### Routed clock nets over the placement, run 1

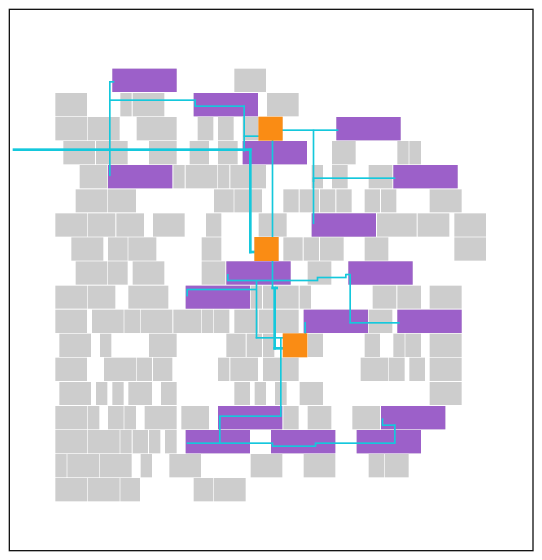
### Port wiring, run 1

Bar = 20 microns.
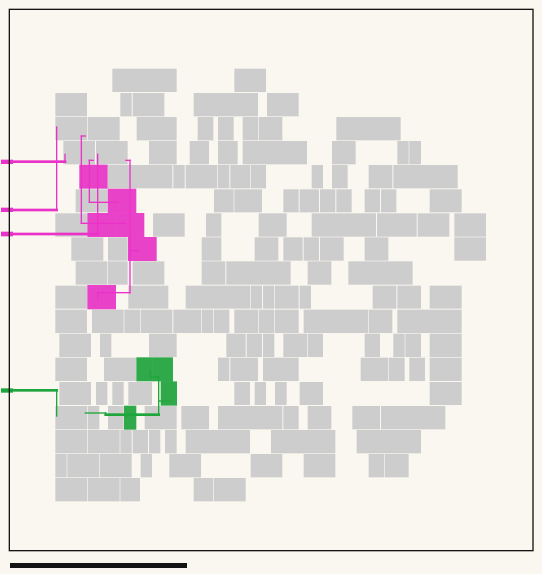
### Cells by drive strength, run 1

Bar = 20 microns.
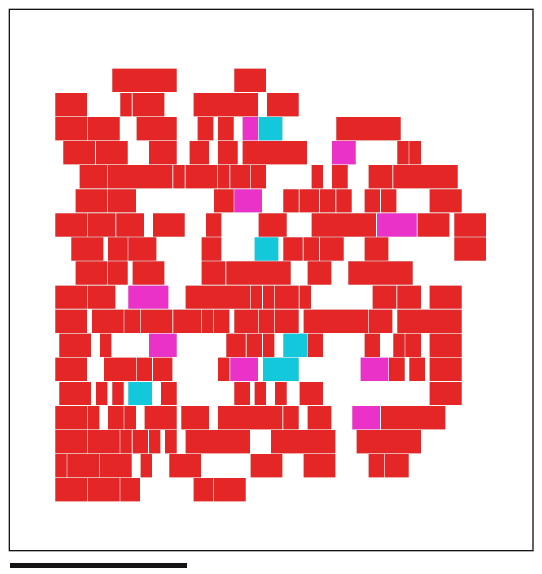
**src/rtl/pipeline_ctrl_if.sv**
```systemverilog
// Handshake bundle between the hazard controller and the pipeline datapath:
// hazard/sequencing inputs from ID/EX plus the enable/flush pins it drives.
interface pipeline_ctrl_if #(
    parameter int unsigned ADR_W = 3
);
    logic [ADR_W-1:0] rs_adr_id;
    logic [ADR_W-1:0] rt_adr_id;
    logic             rs_used_id;
    logic             rt_used_id;
    logic             regwrite_ex;
    logic [ADR_W-1:0] regwrite_adr_ex;
    logic             mem_read_ex;
    logic             branch_taken_ex;
    logic             is_halt_ex;
    logic             restart;
    logic             mem_busy;

    logic             en_pc;
    logic             en_ifid;
    logic             flush_ifid;
    logic             en_idex;
    logic             flush_idex;
    logic             en_exmem;
    logic             halted;
    logic [15:0]      stall_count;

    // Datapath side: presents stage status, consumes enables and flushes.
    modport master (
        output rs_adr_id, rt_adr_id, rs_used_id, rt_used_id, regwrite_ex,
               regwrite_adr_ex, mem_read_ex, branch_taken_ex, is_halt_ex,
               restart, mem_busy,
        input  en_pc, en_ifid, flush_ifid, en_idex, flush_idex, en_exmem,
               halted, stall_count
    );

    modport slave (
        input  rs_adr_id, rt_adr_id, rs_used_id, rt_used_id, regwrite_ex,
               regwrite_adr_ex, mem_read_ex, branch_taken_ex, is_halt_ex,
               restart, mem_busy,
        output en_pc, en_ifid, flush_ifid, en_idex, flush_idex, en_exmem,
               halted, stall_count
    );
endinterface

```
**src/rtl/pipeline_ctrl.sv**
```systemverilog
// Hazard and sequencing controller for the 5-stage core: memory wait, halt,
// taken branch and load-use bubbles, plus a saturating stall-cycle counter.
module pipeline_ctrl #(
    parameter int unsigned LU_STALL = 1,
    parameter int unsigned ADR_W    = 3
) (
    input  logic           clk,
    input  logic           reset,
    pipeline_ctrl_if.slave bus
);

    typedef enum logic [1:0] {
        RUN     = 2'd0,
        LU_WAIT = 2'd1,
        HALTED  = 2'd2
    } state_t;

    localparam logic [2:0] LU_EXTRA = 3'(LU_STALL - 1);

    state_t      state_q, state_nxt;
    logic [2:0]  cnt_q, cnt_nxt;
    logic [15:0] stall_q;
    logic        stall_inc;

    logic [ADR_W-1:0] wr_adr;
    logic             rs_match;
    logic             rt_match;
    logic             hazard;

    assign wr_adr   = bus.regwrite_adr_ex;
    assign rs_match = bus.rs_used_id && (bus.rs_adr_id == wr_adr);
    assign rt_match = bus.rt_used_id && (bus.rt_adr_id == wr_adr);
    assign hazard   = bus.mem_read_ex && bus.regwrite_ex && (rs_match || rt_match);

    always_comb begin
        // NOTE: every output and next-state term gets a default first, so no path infers a latch.
        bus.en_pc      = 1'b1;
        bus.en_ifid    = 1'b1;
        bus.flush_ifid = 1'b0;
        bus.en_idex    = 1'b1;
        bus.flush_idex = 1'b0;
        bus.en_exmem   = 1'b1;
        bus.halted     = 1'b0;
        state_nxt      = state_q;
        cnt_nxt        = cnt_q;

        if (reset) begin
            bus.en_pc      = 1'b0;
            bus.en_ifid    = 1'b0;
            bus.en_idex    = 1'b0;
            bus.en_exmem   = 1'b0;
            bus.flush_ifid = 1'b1;
            bus.flush_idex = 1'b1;
        end else if (bus.mem_busy) begin
            // Whole pipe freezes; FSM and bubble counter hold their values.
            bus.en_pc    = 1'b0;
            bus.en_ifid  = 1'b0;
            bus.en_idex  = 1'b0;
            bus.en_exmem = 1'b0;
            bus.halted   = (state_q == HALTED);
        end else begin
            case (state_q)
                RUN, LU_WAIT: begin
                    if (bus.is_halt_ex) begin
                        bus.en_pc      = 1'b0;
                        bus.flush_ifid = 1'b1;
                        bus.flush_idex = 1'b1;
                        state_nxt      = HALTED;
                        cnt_nxt        = 3'd0;
                    end else if (bus.branch_taken_ex) begin
                        bus.flush_ifid = 1'b1;
                        bus.flush_idex = 1'b1;
                        state_nxt      = RUN;
                        cnt_nxt        = 3'd0;
                    end else if (state_q == LU_WAIT || hazard) begin
                        // Hold PC and IF/ID, push a bubble into ID/EX.
                        bus.en_pc      = 1'b0;
                        bus.en_ifid    = 1'b0;
                        bus.flush_idex = 1'b1;
                        if (state_q == LU_WAIT) begin
                            cnt_nxt = cnt_q - 3'd1;
                            if (cnt_q == 3'd1) begin
                                state_nxt = RUN;
                            end
                        end else if (LU_STALL > 1) begin
                            state_nxt = LU_WAIT;
                            cnt_nxt   = LU_EXTRA;
                        end
                    end
                end
                HALTED: begin
                    bus.en_pc   = 1'b0;
                    bus.en_ifid = 1'b0;
                    bus.en_idex = 1'b0;
                    bus.halted  = 1'b1;
                    if (bus.restart) begin
                        state_nxt = RUN;
                    end
                end
                default: begin
                    state_nxt = RUN;
                    cnt_nxt   = 3'd0;
                end
            endcase
        end

        stall_inc = !reset && !bus.en_pc && (state_q != HALTED);
    end

    // NOTE: sequential state uses non-blocking assignments so every register samples pre-edge values.
    always_ff @(posedge clk) begin
        if (reset) begin
            state_q <= RUN;
            cnt_q   <= 3'd0;
            stall_q <= 16'd0;
        end else begin
            state_q <= state_nxt;
            cnt_q   <= cnt_nxt;
            if (stall_inc && (stall_q != 16'hFFFF)) begin
                stall_q <= stall_q + 16'd1;
            end
        end
    end

    assign bus.stall_count = stall_q;

endmodule

```
**src/flat_wrapper.sv**
```systemverilog
// flat-port wrapper written by rule: the top's interface ports become plain ports
module pipeline_ctrl_flat 
#(
    parameter int unsigned LU_STALL = 1,
    parameter int unsigned ADR_W    = 3
)
  (clk, reset, bus_rs_adr_id, bus_rt_adr_id, bus_rs_used_id, bus_rt_used_id, bus_regwrite_ex, bus_regwrite_adr_ex, bus_mem_read_ex, bus_branch_taken_ex, bus_is_halt_ex, bus_restart, bus_mem_busy, bus_en_pc, bus_en_ifid, bus_flush_ifid, bus_en_idex, bus_flush_idex, bus_en_exmem, bus_halted, bus_stall_count);
  pipeline_ctrl_if #(.ADR_W(ADR_W)) bus_i ();
  input  logic clk;
  input  logic reset;
  input wire logic [$bits(bus_i.rs_adr_id)-1:0] bus_rs_adr_id;
  input wire logic [$bits(bus_i.rt_adr_id)-1:0] bus_rt_adr_id;
  input wire logic [$bits(bus_i.rs_used_id)-1:0] bus_rs_used_id;
  input wire logic [$bits(bus_i.rt_used_id)-1:0] bus_rt_used_id;
  input wire logic [$bits(bus_i.regwrite_ex)-1:0] bus_regwrite_ex;
  input wire logic [$bits(bus_i.regwrite_adr_ex)-1:0] bus_regwrite_adr_ex;
  input wire logic [$bits(bus_i.mem_read_ex)-1:0] bus_mem_read_ex;
  input wire logic [$bits(bus_i.branch_taken_ex)-1:0] bus_branch_taken_ex;
  input wire logic [$bits(bus_i.is_halt_ex)-1:0] bus_is_halt_ex;
  input wire logic [$bits(bus_i.restart)-1:0] bus_restart;
  input wire logic [$bits(bus_i.mem_busy)-1:0] bus_mem_busy;
  output wire logic [$bits(bus_i.en_pc)-1:0] bus_en_pc;
  output wire logic [$bits(bus_i.en_ifid)-1:0] bus_en_ifid;
  output wire logic [$bits(bus_i.flush_ifid)-1:0] bus_flush_ifid;
  output wire logic [$bits(bus_i.en_idex)-1:0] bus_en_idex;
  output wire logic [$bits(bus_i.flush_idex)-1:0] bus_flush_idex;
  output wire logic [$bits(bus_i.en_exmem)-1:0] bus_en_exmem;
  output wire logic [$bits(bus_i.halted)-1:0] bus_halted;
  output wire logic [$bits(bus_i.stall_count)-1:0] bus_stall_count;
  assign bus_i.rs_adr_id = bus_rs_adr_id;
  assign bus_i.rt_adr_id = bus_rt_adr_id;
  assign bus_i.rs_used_id = bus_rs_used_id;
  assign bus_i.rt_used_id = bus_rt_used_id;
  assign bus_i.regwrite_ex = bus_regwrite_ex;
  assign bus_i.regwrite_adr_ex = bus_regwrite_adr_ex;
  assign bus_i.mem_read_ex = bus_mem_read_ex;
  assign bus_i.branch_taken_ex = bus_branch_taken_ex;
  assign bus_i.is_halt_ex = bus_is_halt_ex;
  assign bus_i.restart = bus_restart;
  assign bus_i.mem_busy = bus_mem_busy;
  assign bus_en_pc = bus_i.en_pc;
  assign bus_en_ifid = bus_i.en_ifid;
  assign bus_flush_ifid = bus_i.flush_ifid;
  assign bus_en_idex = bus_i.en_idex;
  assign bus_flush_idex = bus_i.flush_idex;
  assign bus_en_exmem = bus_i.en_exmem;
  assign bus_halted = bus_i.halted;
  assign bus_stall_count = bus_i.stall_count;
  pipeline_ctrl #(.LU_STALL(LU_STALL), .ADR_W(ADR_W)) u_core (.clk(clk), .reset(reset), .bus(bus_i));
endmodule
```
**config.mk**
```make
export PLATFORM = sky130hd
export DESIGN_NAME = pipeline_ctrl_flat
export DESIGN_NICKNAME = d
export VERILOG_FILES = /design/src/rtl/pipeline_ctrl_if.sv /design/src/rtl/pipeline_ctrl.sv /design/src/flat_wrapper.sv
export SDC_FILE = /design/constraint.sdc
export NUM_CORES = 1
export LEC_CHECK = 0
export CAP_MARGIN = 20
export CORE_AREA = 5 5 54 56
export DETAILED_ROUTE_END_ITERATION = 10
export DIE_AREA = 0 0 59 61
export PLACE_DENSITY = 0.8
export SLEW_MARGIN = 10
export SYNTH_ARGS = -nofsm -noshare
export SYNTH_HDL_FRONTEND = slang
export SYNTH_SLANG_ARGS = --single-unit
export TNS_END_PERCENT = 10
```
**constraint.sdc**
```tcl
create_clock -name clk -period 3.8 [get_ports clk]
set_clock_uncertainty 0.2 [all_clocks]
set_input_delay 0.76 -clock clk [delete_from_list [all_inputs] [get_ports clk]]
set_output_delay 0.76 -clock clk [all_outputs]
set_load 0.01 [all_outputs]
```
==> impl_metrics.ini, run 1 <==
; implementation run metrics
[final_timing]
rsz0062_at_grt = no
hold_violations = 0
worst_pin_slew_ns = 1.022
timing.final.crit_share_pct = 90.01

[yosys]
synthesis.instances = 122
ys_seq_share_pct = 33.96
flop_cell = dfxtp_1
fa_ha_area_share_pct = 1.248
ys_sh_xor_pct = 6.991
ys_area_sq_mm = 0.001002

[grt]
overflow = 0
use_met3_pct = 5.957
grt_pass1_vias = 1113

[run_status]
status = finished, final reports clean

[setup_path]
worstRegToRegCells = 6
cp_data_required_time_ns = 2.84

[clocking]
htreeDepth = 1

[floorplan]
die_x_microns = 59

[placed_design]
place_area_sq_mm = 0.001419
placed_cells = 190
dp_hpwl_microns = 1980
-- 'Routed clock nets over the placement' (at the start) --
clock-net drivers -> orange  # count 3
clock wires -> cyan  # length 227 microns
flip-flops -> purple  # count 17
routed clock nets = 4

-- 'Port wiring' (at the start) --
bus_regwrite_adr_ex -> magenta  # bits 3, direction input, edge left, end cells 6, buffers 3, wire 83.7 microns
bus_is_halt_ex -> green  # bits 1, direction input, edge left, end cells 4, buffers 1, wire 23.7 microns

-- 'Cells by drive strength' (at the start) --
x3 and x4 -> cyan  # cells 5
x1 and smaller -> red  # cells 150
x2 -> magenta  # cells 9

## run 1: critical path, stage by stage
cell	delay, ns
clkdlybuf4s50_1	0.52
xnor2_1	0.13
nand4_1	0.15
a211oi_2	0.33
nor3_1	0.09
clkdlybuf4s50_1	0.49
## run 1: cell usage after synthesis (2+ instances only)
library cell	n	share of area, %
o21ai_1	3	1.5
o31ai_1	8	6.0
nand4_1	4	2.5
or4_2	3	2.6
dfxtp_1	17	34
nor3_1	2	1.0
nor2_1	11	4.1
nand2_1	9	3.4
nand3_1	6	3.0
or3_1	5	3.1
inv_1	5	1.9
or4_1	5	3.7
nor2b_1	2	1.2
o21ai_0	2	1.0
xnor2_1	7	6.1
o21ai_2	2	1.7
a21oi_1	14	7.0
## run 1: stage by stage
stage | total power, uW | worst slack, ns | hold WS [ns] | util, %
final | 354.6 | 0.3795 | 0.3003 | 60.59
after global routing | 374.7 | 0.2348 | 0.3359 | 60.59
after CTS | 358.1 | 0.3576 | 0.3017 | 60.59
after detailed placement | 260.6 | 0.3654 | 0.2876 | 59.43
after global placement | 258.5 | 0.3849 | 0.2789 | 59.43
after floorplan | 225.1 | 1.378 | 0.3029 | -
## run 1: cell type report
type	instances	area, sq um
fillers	220	940.9
multi-input cells	96	604.3
repair buffers	42	417.9
flip-flops and latches	17	340.3
well taps	30	37.54
clock buffers	3	22.52
inverters	5	18.77
clock inverters	1	5.005
## run 1: power by group
part           internal (uW)  switching [uW]  total (uW)
registers                181            3.96         185
logic                   39.6            31.6        71.2
clock network           39.2            59.1        98.3
## run 1: sequential cells by signal (all words and copies together) (netlist names)
name,count
u_core.bus.stall_count,16
u_core.state_q,1
==> run 1 -> run 2 <==
--- a/config.mk
+++ b/config.mk
@@ -10,6 +10,7 @@
 export DETAILED_ROUTE_END_ITERATION = 10
 export DIE_AREA = 0 0 59 61
 export PLACE_DENSITY = 0.8
+export SKIP_LAST_GASP = 1
 export SLEW_MARGIN = 10
 export SYNTH_ARGS = -nofsm -noshare
 export SYNTH_HDL_FRONTEND = slang
==> run 2 against run 1 <==
Net effect: sequential share of layout area did not move; fmax unchanged; cell count unchanged; register-to-register slack about the same; global-route usage stayed put; clock power about the same; core utilization unchanged; total power is the same; die size unchanged; non-clock buffer count stayed put; combinational power about the same; largest cell class unchanged; largest power group unchanged.
==> impl_metrics.ini, run 2 <==
; implementation run metrics
[run_status]
status = finished, final reports clean

[final_timing]
hold_violations = 0
rsz0062_at_grt = no
worst_pin_slew_ns = 1.022
timing.final.crit_share_pct = 90.01
layout_setup_ws_ns = 0.3795

[grt]
use_met3_pct = 5.957
overflow = 0
grt_pass1_vias = 1113

[clocking]
postCtsSetupBuffers = 0
htreeDepth = 1

[setup_path]
slowest_delay_ns = 0.52
crit_path_frequent_cell = clkdlybuf4s50_1
cp_cell_sequence = clkdlybuf4s50_1, xnor2_1, nand4_1, a211oi_2, nor3_1, clkdlybuf4s50_1
cp_data_required_time_ns = 2.84
cp_slowest_cell = clkdlybuf4s50_1

[yosys]
synthesis.instances = 122
ys_area_sq_mm = 0.001002
flop_cell = dfxtp_1
synth_top_cell_by_area = dfxtp_1
top_area_share_pct = 33.96
top_cell = dfxtp_1
area_leaders = dfxtp_1, a21oi_1, xnor2_1

[layout]
post-route-util_pct = 60.59
largest_reg_flops = 16

[placed_design]
pre_cts_slack_ns = 0.3654
placed_cells = 190
place_area_sq_mm = 0.001419
dp_hpwl_microns = 1980

[floorplan]
die_x_microns = 59

[route]
vias_per_cell = 5.577

[pwr]
total_power_uw = 354.6
==> run 2: cells by family (layout without fill, tap and decap cells) <==
kind of cell | count (synthesis) | count (layout) | share of synthesized area [%]
adders and majority gates | 1 | 1 | 1.248
buffers and inverters | 9 | 51 | 5.742
muxes | 1 | 1 | 0.9988
AOI/OAI and AO/OA | 33 | 33 | 21.10
xor gates and xnor gates | 8 | 8 | 6.992
and+or+nand+nor | 53 | 53 | 29.96
DFF | 17 | 17 | 33.96
==> run 2: path summary, 6_finish.rpt <==
kind / startpoint / end / slack, ns / cells after the start
worst max-delay path: bus_regwrite_adr_ex[1] / bus_en_pc / 0.38 / 6
worst min register to register: u_core.bus.stall_count[5]$_SDFFE_PP0P_ / u_core.bus.stall_count[5]$_SDFFE_PP0P_ / 0.30 / 2
worst min-delay path: u_core.bus.stall_count[5]$_SDFFE_PP0P_ / u_core.bus.stall_count[5]$_SDFFE_PP0P_ / 0.30 / 2
worst max register to register: u_core.bus.stall_count[6]$_SDFFE_PP0P_ / u_core.bus.stall_count[3]$_SDFFE_PP0P_ / 1.49 / 6
==> run 2: area by class of cell <==
type / count / area [sq um]
well taps: 30 / 37.54
multi-input cells: 96 / 604.3
flip-flops and latches: 17 / 340.3
inverters: 5 / 18.77
clock inverters: 1 / 5.005
repair buffers: 42 / 417.9
fillers: 220 / 940.9
clock buffers: 3 / 22.52
==> run 2: worst max-delay path: cells and delay by family <==
kind / cells / cell delay (ns)
AND-OR/OR-AND: 1 / 0.33
XOR/XNOR: 1 / 0.13
buffers and inverters: 2 / 1.01
AND/OR/NAND/NOR: 2 / 0.24
==> run 2: report_power, final <==
group	switching (uW)	internal [uW]
registers	3.96	181
logic	31.6	39.6
clock network	59.1	39.2
total	94.7	260
### Port wiring, run 2

Bar = 20 microns.
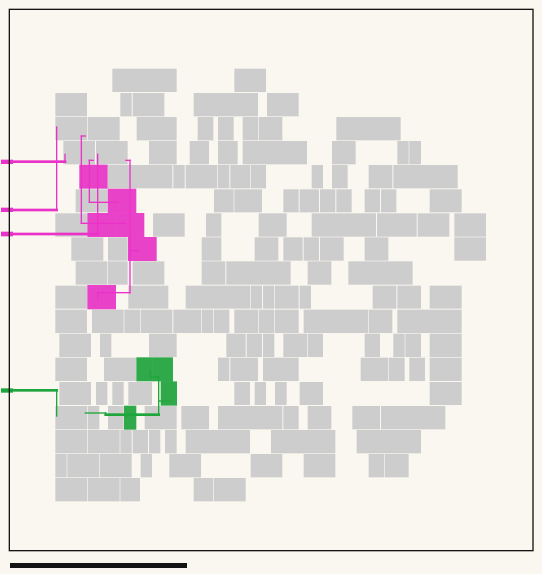
bus_regwrite_adr_ex -> magenta  # bits 3, direction input, edge left, end cells 6, buffers 3, wire 83.7 microns
bus_is_halt_ex -> green  # bits 1, direction input, edge left, end cells 4, buffers 1, wire 23.7 microns

### Routed clock nets over the placement, run 2

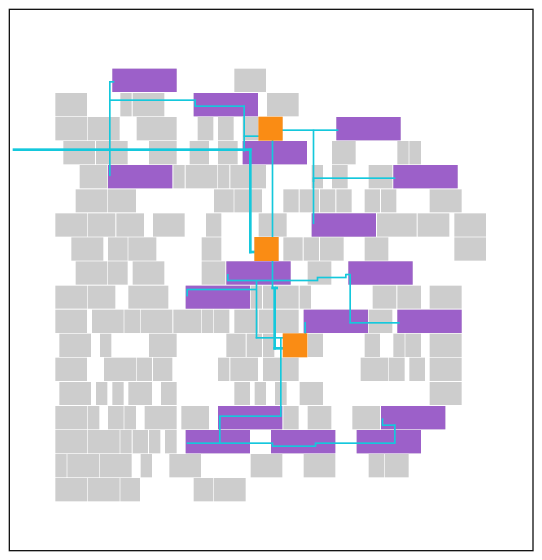
clock wires -> cyan  # length 227 microns
clock-net drivers -> orange  # count 3
flip-flops -> purple  # count 17
routed clock nets = 4

### Placed cells, one color a class, run 2

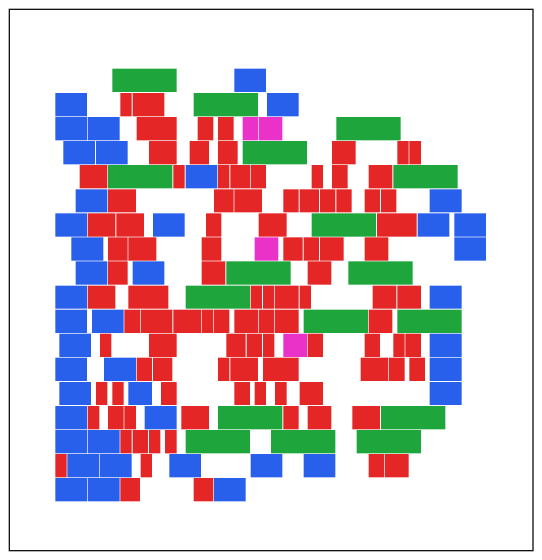
remaining logic cells -> red  # cells 101, share of their area 44%
sequential cells -> green  # cells 17, share of their area 24%
clock drivers and dummy loads -> magenta  # cells 4, share of their area 2.0%
remaining buffers and delay cells -> blue  # cells 42, share of their area 30%

Power and IR drop assume default switching activity.
